--- src/rtl/regwrite_sched_if.sv ---
// rtl/regwrite_sched_if.sv - request/response bundle between control, load path and the write-back scheduler
interface regwrite_sched_if #(
    parameter int SEL_W = 3,
    parameter int CNT_W = 2
);
    logic             ctrl_req;
    logic [SEL_W-1:0] ctrl_sel;
    logic             ld_issue;
    logic [SEL_W-1:0] ld_sel;
    logic             ld_done;
    logic [SEL_W-1:0] mux_sel;
    logic             reg_write;
    logic             ctrl_stall;
    logic             ld_full;
    logic [CNT_W-1:0] ld_count;
    logic             err;

    modport master (
        output ctrl_req, ctrl_sel, ld_issue, ld_sel, ld_done,
        input  mux_sel, reg_write, ctrl_stall, ld_full, ld_count, err
    );

    modport slave (
        input  ctrl_req, ctrl_sel, ld_issue, ld_sel, ld_done,
        output mux_sel, reg_write, ctrl_stall, ld_full, ld_count, err
    );
endinterface

--- src/rtl/regwrite_sched.sv ---
// rtl/regwrite_sched.sv - arbitrates the register-file write port between control writes and queued load returns
module regwrite_sched #(
    parameter int SEL_W  = 3,
    parameter int QDEPTH = 2,
    parameter int CNT_W  = 2
) (
    input  logic             clk,
    input  logic             reset,
    regwrite_sched_if.slave  bus
);
    localparam int PTR_W = $clog2(QDEPTH);
    localparam logic [SEL_W-1:0] ILLEGAL = '1;

    typedef enum logic {RUN, DEFER} state_t;

    state_t           state;
    logic [SEL_W-1:0] q [QDEPTH];
    logic [PTR_W-1:0] rd_ptr;
    logic [PTR_W-1:0] wr_ptr;
    logic [CNT_W-1:0] count;
    logic [SEL_W-1:0] mux_sel_r;
    logic             reg_write_r;
    logic             err_r;

    logic q_empty;
    logic q_full;
    logic ctrl_ok;
    logic pop;
    logic defer_go;
    logic push;
    logic err_set;

    always_comb begin
        q_empty  = (count == '0);
        q_full   = (count == CNT_W'(QDEPTH));
        ctrl_ok  = (state == RUN) && bus.ctrl_req && (bus.ctrl_sel != ILLEGAL);
        // ctrl wins a collision; the returned load is written the cycle after
        defer_go = (state == RUN) && bus.ld_done && !q_empty && ctrl_ok;
        pop      = (state == DEFER) ||
                   ((state == RUN) && bus.ld_done && !q_empty && !ctrl_ok);
        push     = bus.ld_issue && (bus.ld_sel != ILLEGAL) && (!q_full || pop);
        err_set  = ((state == RUN) && bus.ctrl_req && (bus.ctrl_sel == ILLEGAL)) ||
                   (bus.ld_done && ((state == DEFER) || q_empty)) ||
                   (bus.ld_issue && ((bus.ld_sel == ILLEGAL) || (q_full && !pop)));
    end

    always_ff @(posedge clk or posedge reset) begin
        if (reset) begin
            state       <= RUN;
            rd_ptr      <= '0;
            wr_ptr      <= '0;
            count       <= '0;
            mux_sel_r   <= '0;
            reg_write_r <= 1'b0;
            err_r       <= 1'b0;
        end else begin
            case (state)
                RUN:     state <= defer_go ? DEFER : RUN;
                DEFER:   state <= RUN;
                default: state <= RUN;
            endcase
            reg_write_r <= ctrl_ok || pop;
            if (ctrl_ok)
                mux_sel_r <= bus.ctrl_sel;
            else if (pop)
                mux_sel_r <= q[rd_ptr];
            if (pop)
                rd_ptr <= rd_ptr + PTR_W'(1);
            if (push)
                wr_ptr <= wr_ptr + PTR_W'(1);
            if (push && !pop)
                count <= count + CNT_W'(1);
            else if (pop && !push)
                count <= count - CNT_W'(1);
            if (err_set)
                err_r <= 1'b1;
        end
    end

    // entry storage needs no reset: pointers and count define what is valid
    always_ff @(posedge clk) begin
        if (push)
            q[wr_ptr] <= bus.ld_sel;
    end

    assign bus.mux_sel    = mux_sel_r;
    assign bus.reg_write  = reg_write_r;
    assign bus.ctrl_stall = (state == DEFER);
    assign bus.ld_full    = q_full;
    assign bus.ld_count   = count;
    assign bus.err        = err_r;
endmodule

--- src/flat_wrapper.sv ---
// flat-port wrapper written by rule: the top's interface ports become plain ports
module regwrite_sched_flat 
#(
    parameter int SEL_W  = 3,
    parameter int QDEPTH = 2,
    parameter int CNT_W  = 2
)
  (clk, reset, bus_ctrl_req, bus_ctrl_sel, bus_ld_issue, bus_ld_sel, bus_ld_done, bus_mux_sel, bus_reg_write, bus_ctrl_stall, bus_ld_full, bus_ld_count, bus_err);
  regwrite_sched_if #(.SEL_W(SEL_W), .CNT_W(CNT_W)) bus_i ();
  input  logic clk;
  input  logic reset;
  input wire logic [$bits(bus_i.ctrl_req)-1:0] bus_ctrl_req;
  input wire logic [$bits(bus_i.ctrl_sel)-1:0] bus_ctrl_sel;
  input wire logic [$bits(bus_i.ld_issue)-1:0] bus_ld_issue;
  input wire logic [$bits(bus_i.ld_sel)-1:0] bus_ld_sel;
  input wire logic [$bits(bus_i.ld_done)-1:0] bus_ld_done;
  output wire logic [$bits(bus_i.mux_sel)-1:0] bus_mux_sel;
  output wire logic [$bits(bus_i.reg_write)-1:0] bus_reg_write;
  output wire logic [$bits(bus_i.ctrl_stall)-1:0] bus_ctrl_stall;
  output wire logic [$bits(bus_i.ld_full)-1:0] bus_ld_full;
  output wire logic [$bits(bus_i.ld_count)-1:0] bus_ld_count;
  output wire logic [$bits(bus_i.err)-1:0] bus_err;
  assign bus_i.ctrl_req = bus_ctrl_req;
  assign bus_i.ctrl_sel = bus_ctrl_sel;
  assign bus_i.ld_issue = bus_ld_issue;
  assign bus_i.ld_sel = bus_ld_sel;
  assign bus_i.ld_done = bus_ld_done;
  assign bus_mux_sel = bus_i.mux_sel;
  assign bus_reg_write = bus_i.reg_write;
  assign bus_ctrl_stall = bus_i.ctrl_stall;
  assign bus_ld_full = bus_i.ld_full;
  assign bus_ld_count = bus_i.ld_count;
  assign bus_err = bus_i.err;
  regwrite_sched #(.SEL_W(SEL_W), .QDEPTH(QDEPTH), .CNT_W(CNT_W)) u_core (.clk(clk), .reset(reset), .bus(bus_i));
endmodule
--- config.mk ---
export PLATFORM = sky130hd
export DESIGN_NAME = regwrite_sched_flat
export DESIGN_NICKNAME = d
export VERILOG_FILES = /design/src/rtl/regwrite_sched_if.sv /design/src/rtl/regwrite_sched.sv /design/src/flat_wrapper.sv
export SDC_FILE = /design/constraint.sdc
export NUM_CORES = 1
export LEC_CHECK = 0
export CAP_MARGIN = 20
export CORE_MARGIN = 2
export CORE_UTILIZATION = 46
export CTS_BUF_LIST = sky130_fd_sc_hd__clkbuf_8
export DETAILED_ROUTE_END_ITERATION = 7
export GPL_ROUTABILITY_DRIVEN = 0
export PLACE_DENSITY_LB_ADDON = 0.08
export SYNTH_ARGS = -nofsm -noshare
export SYNTH_HDL_FRONTEND = slang
export SYNTH_SLANG_ARGS = --single-unit
--- constraint.sdc ---
create_clock -name clk -period 2.5 [get_ports clk]
set_input_delay 0.75 -clock clk [delete_from_list [all_inputs] [get_ports clk]]
set_output_delay 0.75 -clock clk [all_outputs]
set_load 0.01 [all_outputs]
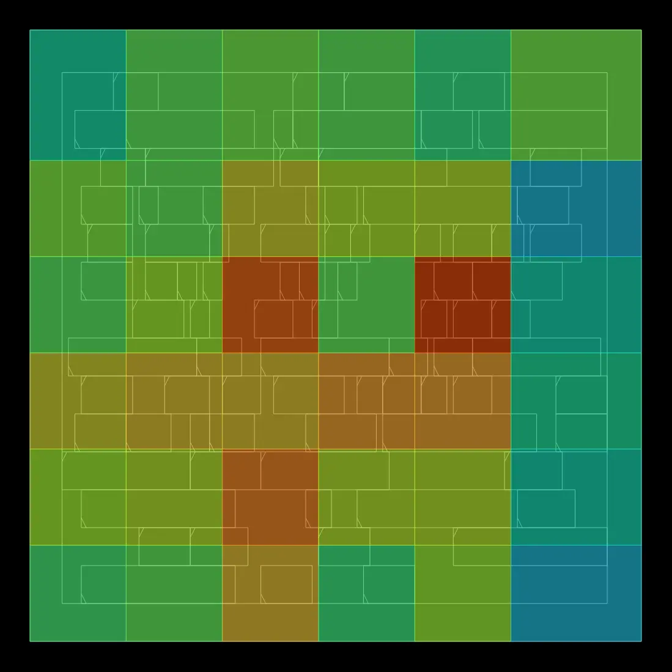
(run_1/congestion.png)
busiest metal layer after global routing: met2
routing usage on met1: 0.2473
met2 Use GR: 0.3029
GR met3 Demand/Resource: 0.05000
final core occ: 0.6824

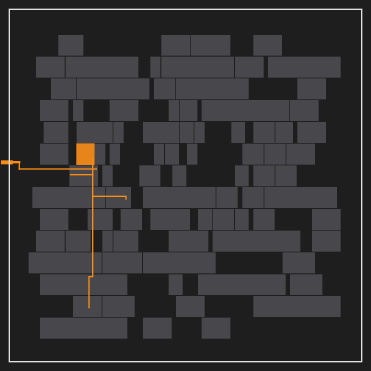
(run_1/io_fan.png)
Scale: 8 px per µm.
- orange: `bus_ld_full` (bits 1; direction output; edge left; end cells 1; buffers 1; wire 37.6 µm)

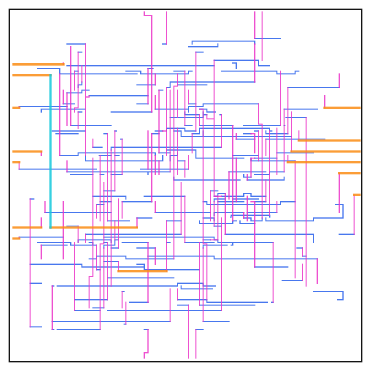
(run_1/wires.png)
Scale: 8 px per µm.
- orange: metal 3 (wire length 69.2 µm)
- blue: metal 1 (wire length 745 µm)
- cyan: metal 4 (wire length 19.0 µm)
- magenta: metal 2 (wire length 683 µm)

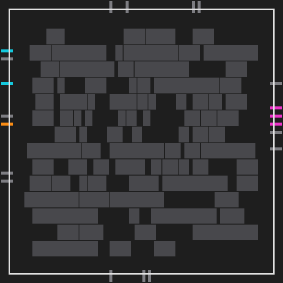
(run_1/io_placement.png)
Scale: 6 px per µm. Pins as bars across the die edge, other pins in gray.
- orange: `bus_ld_full` (pins 1; direction output; edge left)
- cyan: `bus_ld_count` (pins 2; direction output; edge left)
- magenta: `bus_ctrl_sel` (pins 3; direction input; edge right)
- all pins by edge: 7 left, 6 right, 4 top, 3 bottom
Chip Width: 43.86 µm
Die Y: 43.86 µm
# port buffers: 19

==> CHANGELOG.md, run 1 <==
### Physical design

* Detail Route Antenna Nets at 0
* Largest net degree at the start of global routing at 11
* Sw Share at 0.3233
* # DRC at 0
* Worst path bufs/invs at 1
* Synth Area in Compound Gates at 0.1678
* Tap cells at 16
* Clock power share at 0.184
* Non-Filler Instances at ~100
* Seq area share at 0.4236
* Critical Path Source Type: register
* Simple share at 0.1045
* Chip Area, Yosys at 730.7 µm²
* Tool warning count at 26
* Post-Syn Area at 730.7 µm²
* Register area at 430.4 µm²
* Setup TNS Final at 0 ns
* RSZ-0062 raised after global routing: no
* Status: complete, no violations
* Critical path, cell by cell: nor2b_1, clkdlybuf4s50_1
run 1: state kept, by name (all words and copies together), names as in the netlist:
name / flops
u_core.q: 6
u_core.wr_ptr: 1
u_core.bus.reg_write: 1
u_core.bus.ld_count: 2
u_core.bus.ctrl_stall: 1
u_core.bus.mux_sel: 3
u_core.rd_ptr: 1
u_core.bus.err: 1
run 1: cell usage after synthesis, drive strengths merged (2+ instances only):
cell / count
nand3: 2
edfxtp: 6
o21ai: 6
a22oi: 6
dfrtp: 10
xor2: 2
xnor2: 3
inv: 3
mux2: 3
nor2: 6
run 1: metal layers:
layer / global-route usage / up-vias / share of wire
li1: - / 268 / -
met3: 0.05000 / 2 / 0.046
met5: 0 / - / 0
met4: 0.07273 / 0 / 0.013
met2: 0.3029 / 15 / 0.45
met1: 0.2473 / 256 / 0.49
==> run 2: changes to the inputs <==
SLEW_MARGIN = 20   (was unset)
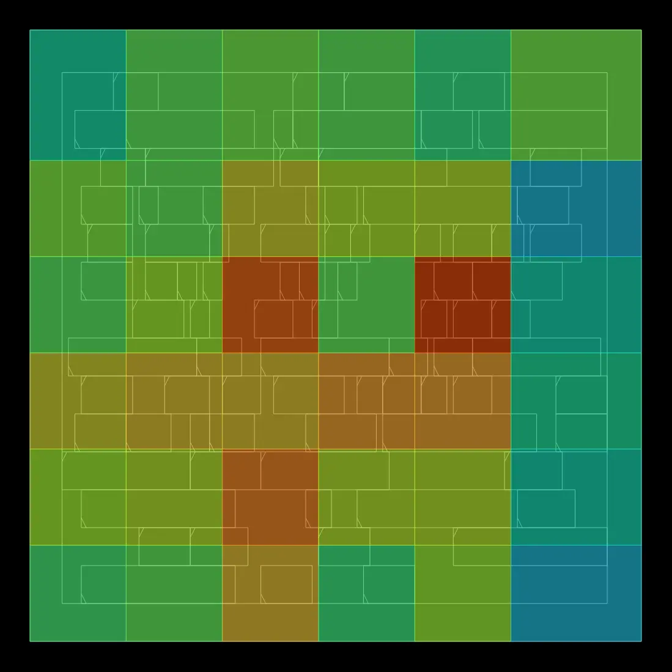
(run_2/congestion.png)
drt wl/cell: 14.86 µm
GRT Resource Usage Total: 0.1901

==> run 2 against run 1 <==
  * Register-to-register slack hardly changed
  * Area after synthesis stayed put
  * Sequential cell count unchanged
  * First-iteration DRC count did not move
  * Wire length did not move
  * Clock-buffer cell count unchanged
  * Setup slack unchanged
  * Fmax did not move
  * Combinational power hardly changed
  * Clock power hardly changed
  * Via count is the same
  * Global-route usage unchanged
==> CHANGELOG.md, run 2 <==
### Physical design

* Post-Syn Area at 730.7 µm² (unchanged)
* Synth Area in Compound Gates at 0.1678 (unchanged)
* Chip Width at 43.86 µm (unchanged)
* Hold_ws at around 0.47 ns
* Busiest metal layer after global routing: met2
* Chip Area, Yosys at 730.7 µm² (unchanged)
* Routing usage on met1 at 0.2473 (unchanged)
* Mean Syn Cell Area at ~12 µm²
* Tool warning count at 26 (unchanged)
* Top cells by count: 10 x dfrtp_1, 6 x a22oi_1, 6 x edfxtp_1, 6 x nor2_1, 6 x o21ai_0
* Yosys top cell by instances: dfrtp_1
* Reg with most FFs: u_core.q
* Actual slew at the worst max-slew pin at roughly 0.50 ns
* Max reg flops at 6 (unchanged)
* # DRC at 0 (unchanged)
* Met2 wire len at 683 µm (unchanged)
* Met3 WL at 69 µm (unchanged)
* Status: complete, no violations
* Setup TNS Final at 0 ns (unchanged)
* Met2 Use GR at 0.3029 (unchanged)
* Worst path bufs/invs at 1 (unchanged)
* Final Max-Slew Violation Tally at 0
* Die Y at 43.86 µm (unchanged)
* Non-Filler Instances at 102 (unchanged)
* Synth Area in XOR/XNOR at 0.05993
* # port buffers at 19 (unchanged)
* Largest net degree at the start of global routing at 11 (unchanged)
* Critical Path Source Type: register
* Detail Route Antenna Nets at 0 (unchanged)
* RSZ-0062 raised after global routing: no
* Highest metal used: met4
* Critical path, cell by cell: nor2b_1, clkdlybuf4s50_1
* Final core occ at 0.6824 (unchanged)
* R2r endpoint: u_core.bus.ld_count[1]$_DFFE_PP0P_
* GR met3 Demand/Resource at 0.05000 (unchanged)
* Top Family by Delay on Critical Path: buffers and inverters
* Yosys top cell by area: dfrtp_1
* Worst R2R Start: u_core.bus.ld_count[0]$_DFFE_PP0P_
## run 2: cell counts in the layout (fill, tap and decap cells not counted)
Identical to the previous run, type by type.
## run 2: area by class of cell
class                           instances  area (µm²)  share of cell area
Clock buffer                            3       41.29             0.04064
Clock inverter                          1       3.754            0.003695
Inverter                                3       11.26             0.01108
Multi-Input combinational cell         40       289.0              0.2845
Sequential cell                        16       430.4              0.4236
Tap cell                               16       20.02             0.01970
Timing Repair Buffer                   23       220.2              0.2167
## run 2: power by group
part	internal [µW]	switching, µW	leakage (µW)
Combinational	235	181	0.000227
Clock	109	83.1	0.0000231
Sequential	361	72.6	0.000172
==> run_2/wires.png <==
Scale: 8 px per µm.
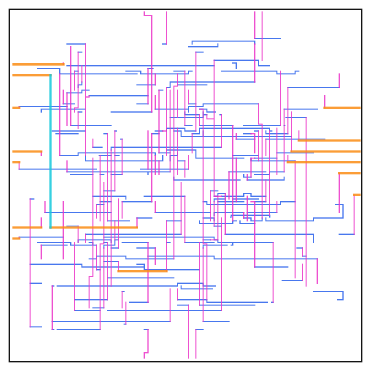

==> run 3: changes to the inputs <==
ABC_AREA = 1   (was unset)
CAP_MARGIN = 10   (was 20)
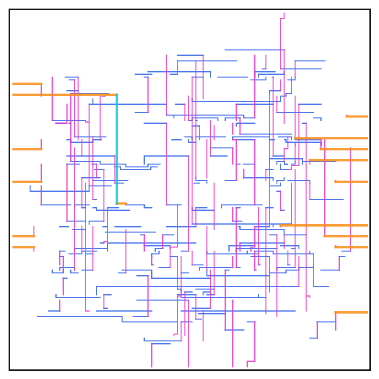
(run_3/wires.png)
Scale: 8 px per µm.
- blue: metal 1 (wire length 598 µm)
- cyan: metal 4 (wire length 13.6 µm)
- orange: metal 3 (wire length 81.7 µm)
- magenta: metal 2 (wire length 596 µm)

==> run 3 against run 2 <==
  * Die size grew 5.0%
  * Sequential power fell by 3%
  * Largest power group is now combinational logic
  * Critical path depth is 10 higher
  * Fmax up 2.2%
  * Critical path type is now input pin to register
  * Highest routed layer unchanged
  * Synthesized cell count up 39%
  * Combinational power grew about 10%
  * First-iteration DRC count decreased by 76%
  * Wire length down 15%
  * Sequential share of layout area is 2.2 points lower
  * Clock-buffer cell count stayed put
==> CHANGELOG.md, run 3 <==
### Physical design

* Highest metal used: met4
* Status: complete, no violations
* Synth Area in XOR/XNOR at 0.03409 (-0.02584)
* Detail Route Antenna Nets at 0 (unchanged)
* Comb pwr at 458 µW (+10%)
* Busiest metal layer after global routing: met2
* # port buffers at 19 (unchanged)
* R2r endpoint: u_core.bus.ld_count[1]$_DFFE_PP0P_
* Critical Path Source Type: input pin
* Post-Syn Area at 770.7 µm² (+5.5%)
* GRT Resource Usage Total at 0.1632 (-0.02694)
* Critical path, cell by cell: clkdlybuf4s50_1, inv_1, nor2_2, nand2_2, nand2_1, nand3_2, nand2_2, inv_1, ha_1, a21oi_1, o21ai_0, xor2_1
* Top Consumer: combinational logic
* Setup TNS Final at 0 ns (unchanged)
* P_seq at 419 µW (-3%)
* # DRC at 0 (unchanged)
* Hold_ws at 0.4651 ns (-0.009340 ns)
* Non-Filler Instances at 127 (+25%)
* Clock power share at 0.180 (-0.004)
* Final Max-Slew Violation Tally at 0 (unchanged)
* Die Y at 44.94 µm (+2.5%)
* Synth Area in Compound Gates at 0.04708 (-0.1207)
* Max reg flops at 6 (unchanged)
* Drt wl/cell at 10.14 µm (-32%)
## run 3: cell count changes in the layout (fill, tap and decap cells not counted), sizes merged, moves of 2 or more
cell | before | now
o21ai | 6 | 4
buf | 4 | 6
a22oi | 6 | 0
nand2 | 1 | 22
xnor2 | 3 | 1
mux2 | 3 | 0
nor2 | 6 | 8
inv | 3 | 14
nand3 | 2 | 11
## run 3: cell type report
cell class	count	area (µm²)	share of cell area
Sequential cell	16	430.4	0.4019
Clock buffer	3	41.29	0.03855
Clock inverter	1	3.754	0.003505
Multi-Input combinational cell	52	287.8	0.2687
Inverter	14	52.55	0.04907
Timing Repair Buffer	25	235.2	0.2196
Tap cell	16	20.02	0.01869
No activity file was given, so power comes from the tool's default toggle rates.
